File: config.mk
export PLATFORM = sky130hd
export DESIGN_NAME = load_store_unit_flat
export DESIGN_NICKNAME = d
export VERILOG_FILES = /design/src/rtl/load_store_unit_if.sv /design/src/rtl/load_store_unit.sv /design/src/flat_wrapper.sv
export SDC_FILE = /design/constraint.sdc
export NUM_CORES = 1
export LEC_CHECK = 0
export ABC_AREA = 1
export ABC_CLOCK_PERIOD_IN_PS = 5500
export CAP_MARGIN = 20
export CORE_MARGIN = 1
export CORE_UTILIZATION = 56
export CTS_BUF_LIST = sky130_fd_sc_hd__clkbuf_2
export DETAILED_ROUTE_END_ITERATION = 10
export PLACE_DENSITY = 0.89
export SLEW_MARGIN = 20
export SYNTH_ARGS = -nofsm -noshare
export SYNTH_HDL_FRONTEND = slang
export SYNTH_SLANG_ARGS = --single-unit
File: constraint.sdc
create_clock -name clk -period 5.5 [get_ports clk]
set_input_delay 1.65 -clock clk [delete_from_list [all_inputs] [get_ports clk]]
set_output_delay 1.65 -clock clk [all_outputs]
set_load 0.1 [all_outputs]
File: src/rtl/load_store_unit_if.sv
// Pipeline-side request/response channel of the load/store unit.
// master = issuing pipeline, slave = LSU.
interface load_store_unit_if #(parameter int AWIDTH = 8);
  logic              req_valid;
  logic              req_ready;
  logic              req_we;
  logic [1:0]        req_size;
  logic              req_unsigned;
  logic [AWIDTH-1:0] req_addr;
  logic [31:0]       req_wdata;
  logic              resp_valid;
  logic              resp_ready;
  logic [31:0]       resp_rdata;
  logic              resp_err;

  modport master (
    output req_valid, req_we, req_size, req_unsigned, req_addr, req_wdata, resp_ready,
    input  req_ready, resp_valid, resp_rdata, resp_err
  );

  modport slave (
    input  req_valid, req_we, req_size, req_unsigned, req_addr, req_wdata, resp_ready,
    output req_ready, resp_valid, resp_rdata, resp_err
  );
endinterface

File: src/rtl/load_store_unit.sv
// Single-outstanding load/store unit over a 32-bit word memory. Sub-word stores
// at non-zero offsets are done as read-modify-write with a full-word write.

module lsu_merge_lane #(parameter int LANE = 0) (
  input  logic        is_half,
  input  logic [1:0]  off,
  input  logic [15:0] wdata,
  input  logic [7:0]  old_byte,
  output logic [7:0]  new_byte
);
  localparam logic [1:0] L = 2'(LANE);
  logic sel;
  assign sel      = is_half ? (off[1] == L[1]) : (off == L);
  assign new_byte = !sel ? old_byte : (is_half && L[0]) ? wdata[15:8] : wdata[7:0];
endmodule

module load_store_unit #(parameter int AWIDTH = 8) (
  input  logic              clk,
  input  logic              rst_n,
  load_store_unit_if.slave  lsu,
  output logic [AWIDTH-1:0] mem_addr,
  output logic              mem_wen,
  output logic [31:0]       mem_wdata,
  output logic [3:0]        mem_wdata_mask,
  input  logic [31:0]       mem_rdata
);
  typedef enum logic [1:0] {IDLE, ACCESS, MERGE_WR, RESP} state_t;
  typedef struct packed {
    logic              we;
    logic [1:0]        size;
    logic              uns;
    logic [AWIDTH-1:0] addr;
    logic [31:0]       wdata;
  } req_t;

  state_t      state, state_nxt;
  req_t        req_q;
  logic [31:0] rmw_q, rdata_q, merged, ld_data;
  logic        err_q, illegal_in, rmw;
  logic [1:0]  off;
  logic [15:0] sh;

  assign illegal_in = (lsu.req_size == 2'd3) ||
                      (lsu.req_size == 2'd1 && lsu.req_addr[0]) ||
                      (lsu.req_size == 2'd2 && lsu.req_addr[1:0] != 2'b00);
  assign off = req_q.addr[1:0];
  assign rmw = req_q.we && ((req_q.size == 2'd0 && off != 2'b00) ||
                            (req_q.size == 2'd1 && off[1]));

  assign lsu.req_ready  = (state == IDLE);
  assign lsu.resp_valid = (state == RESP);
  assign lsu.resp_rdata = rdata_q;
  assign lsu.resp_err   = err_q;

  // Load lane extraction and sign/zero extension.
  assign sh = 16'(mem_rdata >> {off, 3'b000});
  always_comb begin
    ld_data = mem_rdata;
    case (req_q.size)
      2'd0:    ld_data = req_q.uns ? {24'b0, sh[7:0]} : {{24{sh[7]}}, sh[7:0]};
      2'd1:    ld_data = req_q.uns ? {16'b0, sh}      : {{16{sh[15]}}, sh};
      default: ld_data = mem_rdata;
    endcase
  end

  for (genvar i = 0; i < 4; i++) begin : g_lane
    lsu_merge_lane #(.LANE(i)) u_lane (
      .is_half  (req_q.size == 2'd1),
      .off      (off),
      .wdata    (req_q.wdata[15:0]),
      .old_byte (mem_rdata[8*i +: 8]),
      .new_byte (merged[8*i +: 8])
    );
  end

  always_ff @(posedge clk or negedge rst_n) begin
    if (!rst_n) state <= IDLE;
    else        state <= state_nxt;
  end

  // Memory port is driven purely from state, so an async reset drops mem_wen at once.
  always_comb begin
    state_nxt      = state;
    mem_addr       = '0;
    mem_wen        = 1'b0;
    mem_wdata      = '0;
    mem_wdata_mask = '0;
    case (state)
      IDLE: if (lsu.req_valid) state_nxt = illegal_in ? RESP : ACCESS;
      ACCESS: begin
        mem_addr  = {req_q.addr[AWIDTH-1:2], 2'b00};
        state_nxt = rmw ? MERGE_WR : RESP;
        if (req_q.we && !rmw) begin
          mem_wen        = 1'b1;
          mem_wdata      = req_q.wdata;
          mem_wdata_mask = (req_q.size == 2'd2) ? 4'hf : (req_q.size == 2'd1) ? 4'h3 : 4'h1;
        end
      end
      MERGE_WR: begin
        mem_addr       = {req_q.addr[AWIDTH-1:2], 2'b00};
        mem_wen        = 1'b1;
        mem_wdata      = rmw_q;
        mem_wdata_mask = 4'hf;
        state_nxt      = RESP;
      end
      RESP: if (lsu.resp_ready) state_nxt = IDLE;
      default: state_nxt = IDLE;
    endcase
  end

  always_ff @(posedge clk or negedge rst_n) begin
    if (!rst_n) begin
      req_q   <= '0;
      rmw_q   <= '0;
      rdata_q <= '0;
      err_q   <= 1'b0;
    end else begin
      if (state == IDLE && lsu.req_valid) begin
        req_q   <= '{we: lsu.req_we, size: lsu.req_size, uns: lsu.req_unsigned,
                     addr: lsu.req_addr, wdata: lsu.req_wdata};
        rdata_q <= '0;
        err_q   <= illegal_in;
      end
      if (state == ACCESS) begin
        if (!req_q.we) rdata_q <= ld_data;
        if (rmw)       rmw_q   <= merged;
      end
    end
  end

  a_addr_aligned: assert property (@(posedge clk) disable iff (!rst_n)
    mem_addr[1:0] == 2'b00);
  a_mask_legal: assert property (@(posedge clk) disable iff (!rst_n)
    mem_wen ? (mem_wdata_mask inside {4'h1, 4'h3, 4'hf}) : (mem_wdata_mask == 4'h0));
  a_no_overlap: assert property (@(posedge clk) disable iff (!rst_n)
    !(lsu.resp_valid && lsu.req_ready));
endmodule
File: src/flat_wrapper.sv
// flat-port wrapper written by rule: the top's interface ports become plain ports
module load_store_unit_flat 
#(parameter int AWIDTH = 8)
  (clk, rst_n, mem_addr, mem_wen, mem_wdata, mem_wdata_mask, mem_rdata, lsu_req_valid, lsu_req_we, lsu_req_size, lsu_req_unsigned, lsu_req_addr, lsu_req_wdata, lsu_resp_ready, lsu_req_ready, lsu_resp_valid, lsu_resp_rdata, lsu_resp_err);
  load_store_unit_if #(.AWIDTH(AWIDTH)) lsu_i ();
  input  logic clk;
  input  logic rst_n;
  output logic [AWIDTH-1:0] mem_addr;
  output logic mem_wen;
  output logic [31:0] mem_wdata;
  output logic [3:0] mem_wdata_mask;
  input  logic [31:0] mem_rdata;
  input wire logic [$bits(lsu_i.req_valid)-1:0] lsu_req_valid;
  input wire logic [$bits(lsu_i.req_we)-1:0] lsu_req_we;
  input wire logic [$bits(lsu_i.req_size)-1:0] lsu_req_size;
  input wire logic [$bits(lsu_i.req_unsigned)-1:0] lsu_req_unsigned;
  input wire logic [$bits(lsu_i.req_addr)-1:0] lsu_req_addr;
  input wire logic [$bits(lsu_i.req_wdata)-1:0] lsu_req_wdata;
  input wire logic [$bits(lsu_i.resp_ready)-1:0] lsu_resp_ready;
  output wire logic [$bits(lsu_i.req_ready)-1:0] lsu_req_ready;
  output wire logic [$bits(lsu_i.resp_valid)-1:0] lsu_resp_valid;
  output wire logic [$bits(lsu_i.resp_rdata)-1:0] lsu_resp_rdata;
  output wire logic [$bits(lsu_i.resp_err)-1:0] lsu_resp_err;
  assign lsu_i.req_valid = lsu_req_valid;
  assign lsu_i.req_we = lsu_req_we;
  assign lsu_i.req_size = lsu_req_size;
  assign lsu_i.req_unsigned = lsu_req_unsigned;
  assign lsu_i.req_addr = lsu_req_addr;
  assign lsu_i.req_wdata = lsu_req_wdata;
  assign lsu_i.resp_ready = lsu_resp_ready;
  assign lsu_req_ready = lsu_i.req_ready;
  assign lsu_resp_valid = lsu_i.resp_valid;
  assign lsu_resp_rdata = lsu_i.resp_rdata;
  assign lsu_resp_err = lsu_i.resp_err;
  load_store_unit #(.AWIDTH(AWIDTH)) u_core (.clk(clk), .rst_n(rst_n), .lsu(lsu_i), .mem_addr(mem_addr), .mem_wen(mem_wen), .mem_wdata(mem_wdata), .mem_wdata_mask(mem_wdata_mask), .mem_rdata(mem_rdata));
endmodule
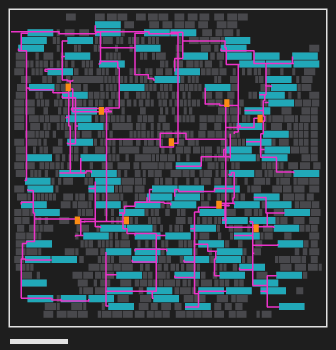
(images/clock_wires.png)
Scale bar: 20 um.
[clock-net drivers] orange | count: 9
[clock wires] magenta | length: 1340 um
[flip-flops] cyan | count: 111
flops lie: spread over the die
clock skew: 0.0292 ns
Insertion Delay late pin: 0.62 ns

==> reports/results.ini <==
[route]
avgViaCountPerCell=5.80
drc=0
first_pass_iters=7
post_drt_wl_per_cell_um=16.9
postRouteAntennaNets=0
vias=6265
drtIter0Drc=670

[final_layout]
final_cell_mix=nand2_1 (248), clkdlybuf4s50_1 (119), dfrtp_1 (111), nand3_1 (71), a21oi_1 (60)
comb_cells=588
antenna_cells=0
clock_area_share_pct=1.35
layout_top_cell=nand2_1
fin_cells=1081
final_area_um2=7990
inverters=59
n_fill_cell=929
nNetsFinal=1022
clockBufferCount=9
syn_to_final_growth_pct=22.6
flops=111
comb_area_share_pct=39.6
top_area_cell_class=combinational gates
nonClkBufAreaFrac_pct=19.2
area.combinational_um2=3170

[worst_setup_path]
critPathMaxFanout=23
path_cells=nor2_8 > inv_4 > a21oi_4 > buf_4 > nand3_1 > a21oi_1 > buf_4
startpoint=u_core.off[1]
slowest_delay_ns=0.72
critPathKind=flip-flop to output port
endpoint=mem_wdata[15]
cp-end-kind=output port
crit_top_cell=buf_4
cp_num_cells=7
cp_data_required_time_ns=3.85
start_kind=flip-flop
critPathArrivalTime_ns=3.18
slowest_stage=dfrtp_1
critPathBufInv=3
r2r-end=u_core.rmw_q[28]

[yosys]
synth-warning-count=0
syn_area_um2=6520
largest_area_cell=dfrtp_1
ys_seq_share_pct=42.6
synth.distinct_cells=32
edf_count=0
synthCells=818
ys_async_sr_fraction_pct=100
ys_cells=818
synth-seq-cells=111

[grt]
grt.met2_usage_pct=49.0
grt_antenna_before_repair=0
grt_max_degree=92
grt.busiest_layer=met2
grtUsageTotal_pct=31.1
grt.met3_usage_pct=6.94
grt_pass1_vias=5684
overflow=0

[timing]
fin_crit_sh_pct=87.9
rsz0062_at_grt=no
clock.fmax_ghz=0.207
whs_ns=0.544
relSlewSlack_pct=30.3
fin_setup_tns_ns=0
fin_crit_ns=4.83
worst_pin_slew_ns=1.04

[floorplanning]
dieArea_um2=12100
boundaryPins=160
initCoreUtil_pct=57.3
die_h_um=110
rows=39
die-width_um=110
n_tap_cell=143
core_um2=11400

[placement]
portBuffers=157
dpl.hpwl_mm=13.0
dp.cells=1066
dp_worst_setup_slack_ns=1.40
placed_cell_area_um2=7880

[clocking]
cts_hold_buf=0
cts_root_buffer=clkbuf_2
clkTransAtPathRegs_ns=0.30
cts_buffers=9
ctsResizeCount=0
cts_tree=done
cts_htree_levels=3
clockBufferDepth=2
clock_sinks=111

[outcome]
status=completed

[hold_path]
min_path_cells=2
min_path_type=flip-flop to flip-flop
min_from=u_core.rmw_q[1]
hold-path-endpoint=u_core.rmw_q[1]

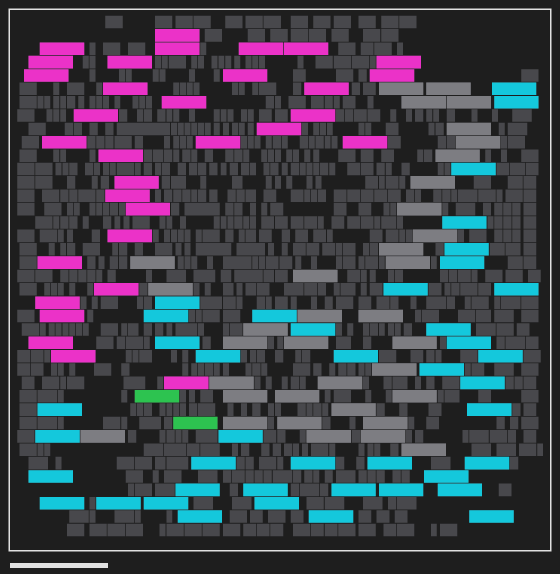
(images/ff_map.png)
Scale bar: 20 um. Other sequential cells in the stronger grey, the rest of the logic in the fainter grey.
| name in the netlist | colour | flops |
|---|---|---|
| u_core.state | green | 2 |
| u_core.lsu.resp_rdata | magenta | 32 |
| u_core.req_q | cyan | 42 |
not coloured: 35
Finished Core Util: 70.3%
Seq/total area: 34.8%
Reg area: 2780 um^2

-- cells by family after synthesis --
group	Yosys count	share of synthesized area (%)
AND-OR/OR-AND	168	16.1
multiplexers	30	5.18
adder cells (fa/ha/maj)	8	1.54
AND/OR/NAND/NOR	380	25.5
buffers and inverters	120	8.97
other	1	0.0575
flip-flops	111	42.6
-- registers in the layout, summed over array words and instances, names as in the netlist --
name	count
u_core.lsu.resp_err	1
u_core.lsu.resp_rdata	32
u_core.off	2
u_core.req_q	42
u_core.rmw_q	32
u_core.state	2
-- metal layers --
layer,vias up,wire length [um]
li1,2936,-
met1,2929,7490
met2,349,8330
met3,51,1790
met4,0,623
met5,-,0
